### Placed cells, one color a class, run 1

Drawn at 4 px/um. Fill, decap, tap and diode cells in gray.
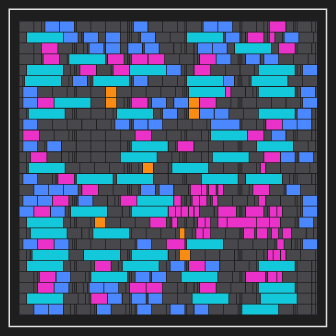
### M2 wires, run 1

Drawn at 4 px/um.
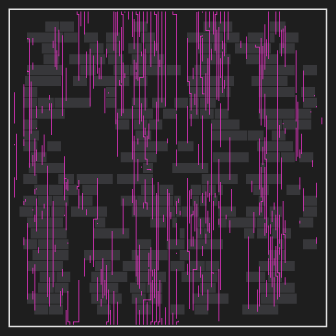
### Clock nets, run 1

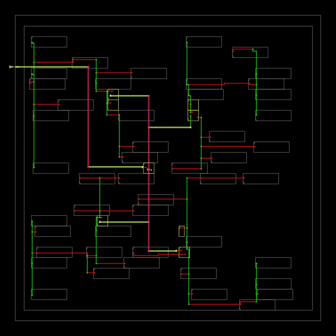
==> src/rtl/regfile_dump_pkg.sv <==
// Shared constants and FSM encoding for the register-file debug dump path.
// Default sizes match the 32x32 register file they are reused with.
package regfile_dump_pkg;

  localparam int unsigned REGFILE_NUM_REGS = 32;
  localparam int unsigned REGFILE_ADDR_W   = 5;
  localparam int unsigned REGFILE_DATA_W   = 32;

  typedef enum logic [2:0] {
    IDLE = 3'd0,
    LOAD = 3'd1,
    SEND = 3'd2,
    DONE = 3'd3,
    CSUM = 3'd4
  } dump_state_t;

endpackage

==> src/rtl/regfile_dump_ctrl.sv <==
// Debug reader: walks regfile read port B from 0 to NUM_REGS-1 and streams words out.
// Define REGFILE_DUMP_CHECKSUM_EN to append an XOR checksum word after the last register.
module regfile_dump_ctrl
  import regfile_dump_pkg::*;
#(
  parameter int unsigned NUM_REGS = REGFILE_NUM_REGS,
  parameter int unsigned ADDR_W   = REGFILE_ADDR_W,
  parameter int unsigned DATA_W   = REGFILE_DATA_W
) (
  input  logic              clock,
  input  logic              ctrl_reset,
  input  logic              start,
  output logic              busy,
  output logic              done,
  output logic [ADDR_W-1:0] rd_addr,
  input  logic [DATA_W-1:0] rd_data,
  output logic              out_valid,
  input  logic              out_ready,
  output logic [DATA_W-1:0] out_data,
  output logic [ADDR_W:0]   out_index,
  output logic              out_last
);

  localparam logic [ADDR_W-1:0] LAST_IDX = ADDR_W'(NUM_REGS - 1);

  dump_state_t       state;
  logic [ADDR_W-1:0] idx;
  logic              handshake;
  logic              at_last;

  assign handshake = out_valid && out_ready;
  assign at_last   = (idx == LAST_IDX);
  assign rd_addr   = idx;

`ifdef REGFILE_DUMP_CHECKSUM_EN
  logic [DATA_W-1:0] csum;
`endif

  always_ff @(posedge clock or posedge ctrl_reset) begin
    if (ctrl_reset) begin
      state     <= IDLE;
      idx       <= '0;
      busy      <= 1'b0;
      done      <= 1'b0;
      out_valid <= 1'b0;
      out_data  <= '0;
      out_index <= '0;
      out_last  <= 1'b0;
`ifdef REGFILE_DUMP_CHECKSUM_EN
      csum      <= '0;
`endif
    end else begin
      done <= 1'b0;
      case (state)
        IDLE: begin
          if (start) begin
            idx   <= '0;
            busy  <= 1'b1;
            state <= LOAD;
`ifdef REGFILE_DUMP_CHECKSUM_EN
            csum  <= '0;
`endif
          end
        end
        LOAD: begin
          out_data  <= rd_data;
          out_index <= {1'b0, idx};
`ifdef REGFILE_DUMP_CHECKSUM_EN
          out_last  <= 1'b0;
`else
          out_last  <= at_last;
`endif
          out_valid <= 1'b1;
          state     <= SEND;
        end
        SEND: begin
          if (handshake) begin
            out_valid <= 1'b0;
`ifdef REGFILE_DUMP_CHECKSUM_EN
            csum      <= csum ^ out_data;
`endif
            if (at_last) begin
`ifdef REGFILE_DUMP_CHECKSUM_EN
              state <= CSUM;
`else
              state <= DONE;
              done  <= 1'b1;
`endif
            end else begin
              idx   <= idx + ADDR_W'(1);
              state <= LOAD;
            end
          end
        end
`ifdef REGFILE_DUMP_CHECKSUM_EN
        // First CSUM cycle loads the checksum word, later cycles hold it until accepted.
        CSUM: begin
          if (!out_valid) begin
            out_data  <= csum;
            out_index <= (ADDR_W + 1)'(NUM_REGS);
            out_last  <= 1'b1;
            out_valid <= 1'b1;
          end else if (out_ready) begin
            out_valid <= 1'b0;
            state     <= DONE;
            done      <= 1'b1;
          end
        end
`endif
        DONE: begin
          busy  <= 1'b0;
          idx   <= '0;
          state <= IDLE;
        end
        default: state <= IDLE;
      endcase
    end
  end

endmodule

==> config.mk <==
export PLATFORM = sky130hd
export DESIGN_NAME = regfile_dump_ctrl
export DESIGN_NICKNAME = d
export VERILOG_FILES = /design/src/rtl/regfile_dump_pkg.sv /design/src/rtl/regfile_dump_ctrl.sv
export SDC_FILE = /design/constraint.sdc
export NUM_CORES = 1
export LEC_CHECK = 0
export CAP_MARGIN = 0
export CELL_PAD_IN_SITES_DETAIL_PLACEMENT = 0
export CELL_PAD_IN_SITES_GLOBAL_PLACEMENT = 1
export CORE_MARGIN = 2
export CORE_UTILIZATION = 34
export CTS_BUF_LIST = sky130_fd_sc_hd__clkbuf_4
export CTS_CLUSTER_DIAMETER = 80
export CTS_CLUSTER_SIZE = 28
export DETAILED_ROUTE_END_ITERATION = 8
export GPL_ROUTABILITY_DRIVEN = 0
export PLACE_DENSITY_LB_ADDON = 0.1
export SYNTH_ARGS = -nofsm -noshare
export SYNTH_HDL_FRONTEND = slang
export SYNTH_SLANG_ARGS = --single-unit
==> constraint.sdc <==
create_clock -name clock -period 2.7 [get_ports clock]
set_input_delay 0.54 -clock clock [delete_from_list [all_inputs] [get_ports clock]]
set_output_delay 0.54 -clock clock [all_outputs]
set_load 0.01 [all_outputs]
==> run summary, run 1 <==
Summary of the current implementation state.

- Per the synthesis report, the adder-cell share of the synthesized area is 1.31%.
- For reference, the placement row count at floorplan is 27.
- The logic share of the area is 23.4%, for reference.
- The distinct cell type count of the synthesized netlist is 24, for reference.
- The synthesis run identifies the leading combinational cell family as multiplexers.
- The synthesized chip area reported by yosys is 0.00191 mm^2, for reference.
- The wire length on met1 is 1.56 mm, for reference.
- Measured on the final layout, buffering overhead outside the clock network stands at 29.2%.
- The final-layout setup total negative slack is 0 ns, for reference.
- The library cells used most frequently in the layout, excluding fill and tap cells, are 81 x clkdlybuf4s50_1, 48 x dfrtp_1, 26 x mux2_2.
- The final timing report derives a shortest allowable period of 2.17 ns.
- In this design, the critical path's most frequently occurring cell is ha_1.
- After Yosys synthesis, and, or, nand and nor cells account for 7.01% of the synthesized area.
- The final design instance area without fill is 0.00287 mm^2, for reference.
- The detailed router reported a total wirelength of 4.17 mm.
- The worst slew margin relative to its limit is 59.8%, for reference.
- The main area contributors are dfrtp_1 63%, mux2_2 15%, mux2_1 7.1%.
- The fraction of synthesized cell area taken by the top area cell type is 62.9%, for reference.
- The register with the most flip-flops in the final layout is out_data.
- The wire length on met2 is 2.31 mm, for reference.
- The overall global routing resource usage is 14.6%, for reference.
- The hold buffer count at cts is 0, for reference.
- The fraction of final cell area spent on clock buffers and inverters in this run is 1.96%.
- The placed instance count is 283, for reference.
- The leading cell type by number of instances after synthesis is dfrtp_1, for reference.
- The flow ran to the end, and the final reports show no timing, DRC or antenna violations.
- The total of clock buffers placed in the layout is 7, for reference.
- The fraction of met2 tracks used by global routing is 27.0%, for reference.
- The flow reports power dissipated in sequential cells as 1.21 mW.
- The switching power summed over all nets is 940 uW, for reference.
- Yosys reports that the most numerous cell types are 48 x dfrtp_1, 26 x mux2_2, 12 x mux2_1, 7 x nand2_1.
- The combinational power is 1.42 mW, for reference.
- Summing all flip-flop and latch instances after layout gives 0.00120 mm^2.
- The origin of the worst min-delay path is out_data[16], for reference.
- The post-layout net count is 256, for reference.
- According to the floorplan report, the placeable core area is 0.00547 mm^2.
- Gates resized during post-CTS repair numbered 0.
- Among all flip-flop cells after synthesis, the most frequent one is dfrtp_1.
- For hold timing, the worst endpoint is out_data[16].
- The via count of the first global-routing pass was 1470.
- The depth of the CTS H-tree is 2, for reference.
- Per the post-run analysis, buffers plus inverters along the critical path come to 0.
- The worst setup path is of the reg2reg kind.
- The number of nets with antenna violations after detailed routing is 0, for reference.
- The tally of OpenROAD warnings is 26, for reference.
- The share of the core filled with cells in the final layout is 52.4%, for reference.
- The total via count after detailed routing is 1318, for reference.
- The pre-CTS setup slack is 0.572 ns, for reference.
- The final critical path takes up 80.4% of the cycle.
- TritonRoute output was used to compute an average wire per cell of 14.3 um.
- STA classifies the critical path startpoint as a register.
- According to the I/O placement log, the pin count is 83.
- Sorting the Yosys area breakdown by cell type puts at the top dfrtp_1.
- The switching share of power is 31.8%, for reference.
- The number of instances on the worst hold path is 1, for reference.
- The area fraction in compound gates is 3.86%, for reference.
- The total overflow reported by the global router is 0, for reference.
- The detail-routed via count per cell is 4.53, for reference.
- The maximum single-stage delay on the critical path is 0.48 ns, for reference.
- The library cell used most frequently in the layout, excluding fill and tap cells, is clkdlybuf4s50_1.
- The routed wire length on met3 is 235 um, for reference.
- Sequential elements use 62.9% of the synthesized area.
- Per the layout report, the design carries 83 non-clock buffers.
- Yosys reported a register bit count of 48.
- According to the report, the first pass of detailed routing completed in 4 iterations.
- The internal power of the cells is 2.02 mW, for reference.
- The worst min-delay path category is reg2reg, for reference.
- The met1 routing resource usage after global routing is 15.6%, for reference.
- The source of the worst register-to-register timing path is rd_addr[0], for reference.
- The final report lists a non-filler cell total of 291.
- The CTS root buffer is clkbuf_4, for reference.
- The highest routing layer actually used is met4, for reference.
- Per the synth stats, the proportion of register bits with asynchronous set or reset is 100%.
- The cell at the slowest stage of the critical path is or4_1, for reference.
- Counting along the longest clock path gives a buffer depth of 2.
- The clock network fraction of total power is 11.0%, for reference.
- The STA report counts the stages on the worst setup path as 7.
- In this build the clock could be raised as far as 461 MHz.
- The DRC violations left is 0, for reference.
- The half-perimeter wire length after detailed placement is 3.12 mm, for reference.
- The violation tally from detailed-route iteration zero is 74, for reference.
- The number of nets in the synthesized netlist is 171.
- The number of flip-flops under the largest register name is 32, for reference.
- The logic depth of the worst register-to-register path is 7, for reference.
- The XOR/XNOR share of the synthesized area is 0%, for reference.
- The number of tap cells inserted is 72, for reference.
- The share of power burned in combinational logic is 47.9%, for reference.
- The layout report lists the multi-input gate area as 672 um^2.
- The capturing instance or port of the critical path is rd_addr[3], for reference.
- The busiest layer in global routing is met2, for reference.
- Entering global routing, the biggest net connects 49 pins.
- The clock tree from TritonCTS is done, for reference.
- The total placed instance area is 0.00281 mm^2, for reference.
- The antenna diode instance count is 0, for reference.
- The die boundary width is 79.0 um, for reference.
- The number of clock buffers added by TritonCTS is 5.
- The share of layout cells above drive strength 1 is 18.3%, for reference.
- The total power draw is 2.96 mW, for reference.
- Of the post-synthesis cell area, the part taken by muxes is 22.4%.
- In the final layout, the fill cell count is 500.
- In this run the cell area of the synthesized design comes to 0.00191 mm^2.
- For reference, the clock transition at the flip-flops on the worst setup and hold paths is 0.13 ns.
- The warning count from the yosys run is 0, for reference.
- The final timing report counts setup violations totalling 0.
- The final tally of hold violations is 0, for reference.
- The clock network power is 327 uW, for reference.
About 'Placed cells, one color a class':
| color | class | cells | share of their area |
|---|---|---|---|
| blue | remaining buffers and delay cells | 83 | 30% |
| orange | clock drivers and dummy loads | 8 | 2.0% |
| cyan | sequential cells | 48 | 43% |
| magenta | combinational and other logic | 80 | 25% |

About 'M2 wires':
main direction: vertical
wire length on this layer: 2310 um
longest straight run: 55.6 um

About 'Clock nets':
number of sequential cells in the layout: 48
worst-skew pair later-pin latency: 0.35 ns
worst setup skew after layout: 0.00709 ns

### I/O pins on the die edge, run 1

Drawn at 4 px/um. Pins as bars across the die edge, other pins in gray.
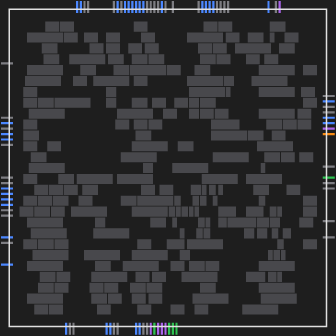

==> run 1 -> run 2 <==
==> constraint.sdc (replaced) <==
create_clock -name clock -period 2.2 [get_ports clock]
set_input_delay 0.44 -clock clock [delete_from_list [all_inputs] [get_ports clock]]
set_output_delay 0.44 -clock clock [all_outputs]
set_load 0.01 [all_outputs]
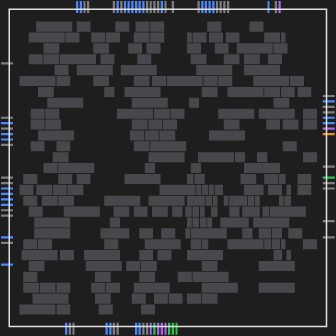
*I/O pins on the die edge, run 2*
Drawn at 4 px/um. Pins as bars across the die edge, other pins in gray.
| color | port | pins | direction | edge |
|---|---|---|---|---|
| purple | out_index | 6 | output | 4 bottom, 1 right, 1 top |
| orange | out_last | 1 | output | right |
| green | rd_addr | 5 | output | 4 bottom, 1 right |
| blue | rd_data | 32 | input | 15 top, 9 left, 5 bottom, 3 right |
all pins by edge: 32 top, 19 bottom, 18 left, 14 right

==> run 2 against run 1 <==
Register-to-register slack worse by 0.43 ns; combinational power up 25%; via count up 1.9%; largest cell class unchanged; largest power group unchanged.
==> run summary, run 2 <==
Summary of the current implementation state.

- The share of final layout cell area taken by clock buffers and inverters is 1.31% (-0.66 points).
- The hold buffer count at cts is 0 (unchanged), for reference.
- Setup repair after global routing left no endpoint under its margin.
- In the synthesized netlist, the cells that appear most often are 48 x dfrtp_1, 26 x mux2_2, 12 x mux2_1, 7 x nand2_1.
- The portion of total power attributed to sequential cells is 41.1%, for reference.
- The maximum number of pins on one net before global-route repair is 28 (-43%), for reference.
- The area fraction in mux cells was 22.4% (unchanged).
- The basic-gate share of the synthesized area counting and, or, nand and nor cells is 7.01% (unchanged), for reference.
- The boundary pin count is 83 (unchanged), for reference.
- The placed instance count is 285 (+0.71%), for reference.
- The wire length on met2 is 2.30 mm (-0.39%).
- The switching power summed over all nets came to 1.15 mW (+23%).
- Summed over all instances, the cell type with the most area after synthesis is dfrtp_1.
- The number of nets at floorplan was 171 (unchanged).
- The multi-input combinational cell area came to 672 um^2 (unchanged).
- The CTS root buffer is clkbuf_4, for reference.
- The length of the first detailed-routing pass in iterations is 4 (unchanged).
- The number of storage elements in the synthesis netlist is 48 (unchanged), for reference.
- The heaviest power group is combinational cells, for reference.
- The total overflow reported by the global router came to 0 (unchanged).
- The quantity of gates resized following cts was 0 (unchanged).
- Sorting the synthesis cell report by count puts at the top dfrtp_1.
- The area fraction in compound gates is 3.86% (unchanged).
- The category of the worst setup path launch point is a register, for reference.
- The total via count after detailed routing is 1343 (+1.9%), for reference.
- The final critical-path share of the clock period came to 95.6% (+15 points).
- The total setup violations reported at the end of the flow was 0 (unchanged).
- The clock transition at the register clock pins on the worst setup and hold paths after CTS is 0.12 ns (about the same), for reference.
- The DRC violations left is 0 (unchanged).
- The sum of routed wire length over all layers is 4.22 mm (+1.1%), for reference.
- The final tally of hold violations came to 0 (unchanged).
- The highest routing layer actually used is met4, for reference.
- The clock network fraction of total power is 9.7% (-1.3 points), for reference.
- For reference, the most critical setup path is categorized as reg2reg.
- The final design instance area without fill is 0.00287 mm^2 (+0.13%), for reference.
- The register share after synthesis is 62.9% (unchanged), for reference.
- The cell repeated most along the worst path is ha_1, for reference.
- The average size of a mapped cell is 14.4 um^2, for reference.
- The internal power of the cells is 2.45 mW (+21%), for reference.
- The fraction of met2 tracks used by global routing was 25.8% (-1.2 points).
- The cell row count is 27 (unchanged), for reference.
- The routed wire length on met3 came to 252 um (+7.2%).
- The half-perimeter wire length after detailed placement is 3.20 mm (+2.7%), for reference.
- The number of flip-flops under the largest register name is 32 (unchanged), for reference.
- The capturing instance or port of the critical path is rd_addr[3], for reference.
- The tally of OpenROAD warnings is 26 (unchanged).
- The post-layout minimum cycle time is 2.10 ns (-0.0674 ns).
- Listed in order, past its start point the critical path passes ha_1 -> and3_1 -> ha_1 -> and3b_4 -> o22ai_4 -> or4_1 -> nand3_1.
- The number of buffers created by CTS is 5 (unchanged).
- The commonest register cell is dfrtp_1.
- The post-layout net count came to 259 (+1.2%).
- The number of tap cells inserted came to 72 (unchanged).
- The fraction of synthesized cell area taken by the top area cell type came to 62.9% (unchanged).
- The final-layout setup total negative slack was 0 ns (unchanged).
- According to the hold report, the worst path is of the in2async type.
- The achievable clock frequency is 476 MHz (+3.2%), for reference.
- The antenna diode instance count is 0 (unchanged), for reference.
- The die outline height is 79.0 um, for reference.
- The warning count from the yosys run came to 0 (unchanged).
- The total of clock buffers placed in the layout is 5 (-2), for reference.
- Among the non-sequential cells, multiplexers take the most area.
- The wire length on met1 is 1.58 mm (+1.0%), for reference.
- The die boundary width is 79.0 um (unchanged), for reference.
- The detail-routed net length per standard cell is 14.5 um (+1.1%), for reference.
- The sequential group power came to 1.48 mW (+22%).
- The share of layout cells above drive strength 1 is 18.7% (+0.46 points), for reference.
- The most numerous logic cell after layout is clkdlybuf4s50_1, for reference.
- The met1 routing resource usage after global routing is 16.0% (+0.38 points).
- At the floorplan stage, the core utilization is reported as 34.9%.
- The number of buffer and inverter stages on the critical path is 0 (unchanged), for reference.
- The timing report shows that the slowest cell on the worst path is or4_1.
- The clock network power is 351 uW (+7.3%), for reference.
- The XOR/XNOR share of the synthesized area is 0% (unchanged), for reference.
- The pre-CTS setup slack is 0.0957 ns (-0.476 ns), for reference.
- The area fraction in full adders, half adders and majority gates is 1.31% (unchanged).
- By area the synthesized netlist is led by dfrtp_1 63%, mux2_2 15%, mux2_1 7.1%.
- The final cell count without fillers came to 291 (unchanged).
- The worst setup skew after layout was 0.00516 ns (-0.00193 ns).
- The share of flip-flops with an asynchronous set or reset is 100% (unchanged), for reference.
- The count of sequential standard cells is 48 (unchanged).
- The buffering overhead was 30.0% (+0.75 points).
- The logic share of the area is 23.4% (-0.031 points), for reference.
- The number of nets with antenna violations after detailed routing is 0 (unchanged), for reference.
- The critical path endpoint has a required time of 2.49 ns.
- In the layout the commonest cells are 81 x clkdlybuf4s50_1, 48 x dfrtp_1, 26 x mux2_2.
- For the worst reg-to-reg path, the startpoint reported by OpenROAD is rd_addr[1].
- The clock tree buffer depth is 2 (unchanged), for reference.
- The depth of the CTS H-tree is 2 (unchanged).
- The logic depth of the worst register-to-register path is 7 (unchanged).
- The via count of the first global-routing pass is 1419 (-3.5%), for reference.
- The overall global routing resource usage is 14.6% (+0.028 points), for reference.
- The total placed instance area is 0.00283 mm^2 (+0.53%), for reference.
- The synthesized area is 0.00191 mm^2 (unchanged), for reference.
- The share of power burned in combinational logic is 49.2% (+1.3 points), for reference.
- The total power draw was 3.60 mW (+22%).
- The violation tally from detailed-route iteration zero is 56 (-24%).
- The switching share of power was 32.0% (+0.24 points).
- The synthesized chip area reported by yosys is 0.00191 mm^2 (unchanged), for reference.
- The total of plain and repair buffers excluding clock buffers is 86 (+3.6%), for reference.
- The maximum single-stage delay on the critical path came to 0.50 ns (+0.02 ns).
- The distinct cell type count of the synthesized netlist is 24 (unchanged), for reference.
- The core outline area came to 0.00547 mm^2 (unchanged).
- The flow ran to the end, and the final reports show no timing, DRC or antenna violations.
- The final-layout fill cell count is 497 (-0.60%), for reference.
- The later-pin clock latency in the skew report came to 0.34 ns (about the same).
- TritonCTS built the clock tree.
- The detail-routed via count per cell was 4.62 (+1.9%).
- The share of the core filled with cells in the final layout was 52.5% (+0.069 points).
- The combinational power is 1.77 mW (+25%).
- The top register by number of flip-flops is out_data, for reference.
- The busiest layer in global routing is met2, for reference.
- The storage element area came to 0.00120 mm^2 (unchanged).
- Max-cap violations in this run came to 0.
- The number of gates on the worst path with buffers counted is 7 (unchanged), for reference.
Power is estimated from default activity; no workload was simulated.
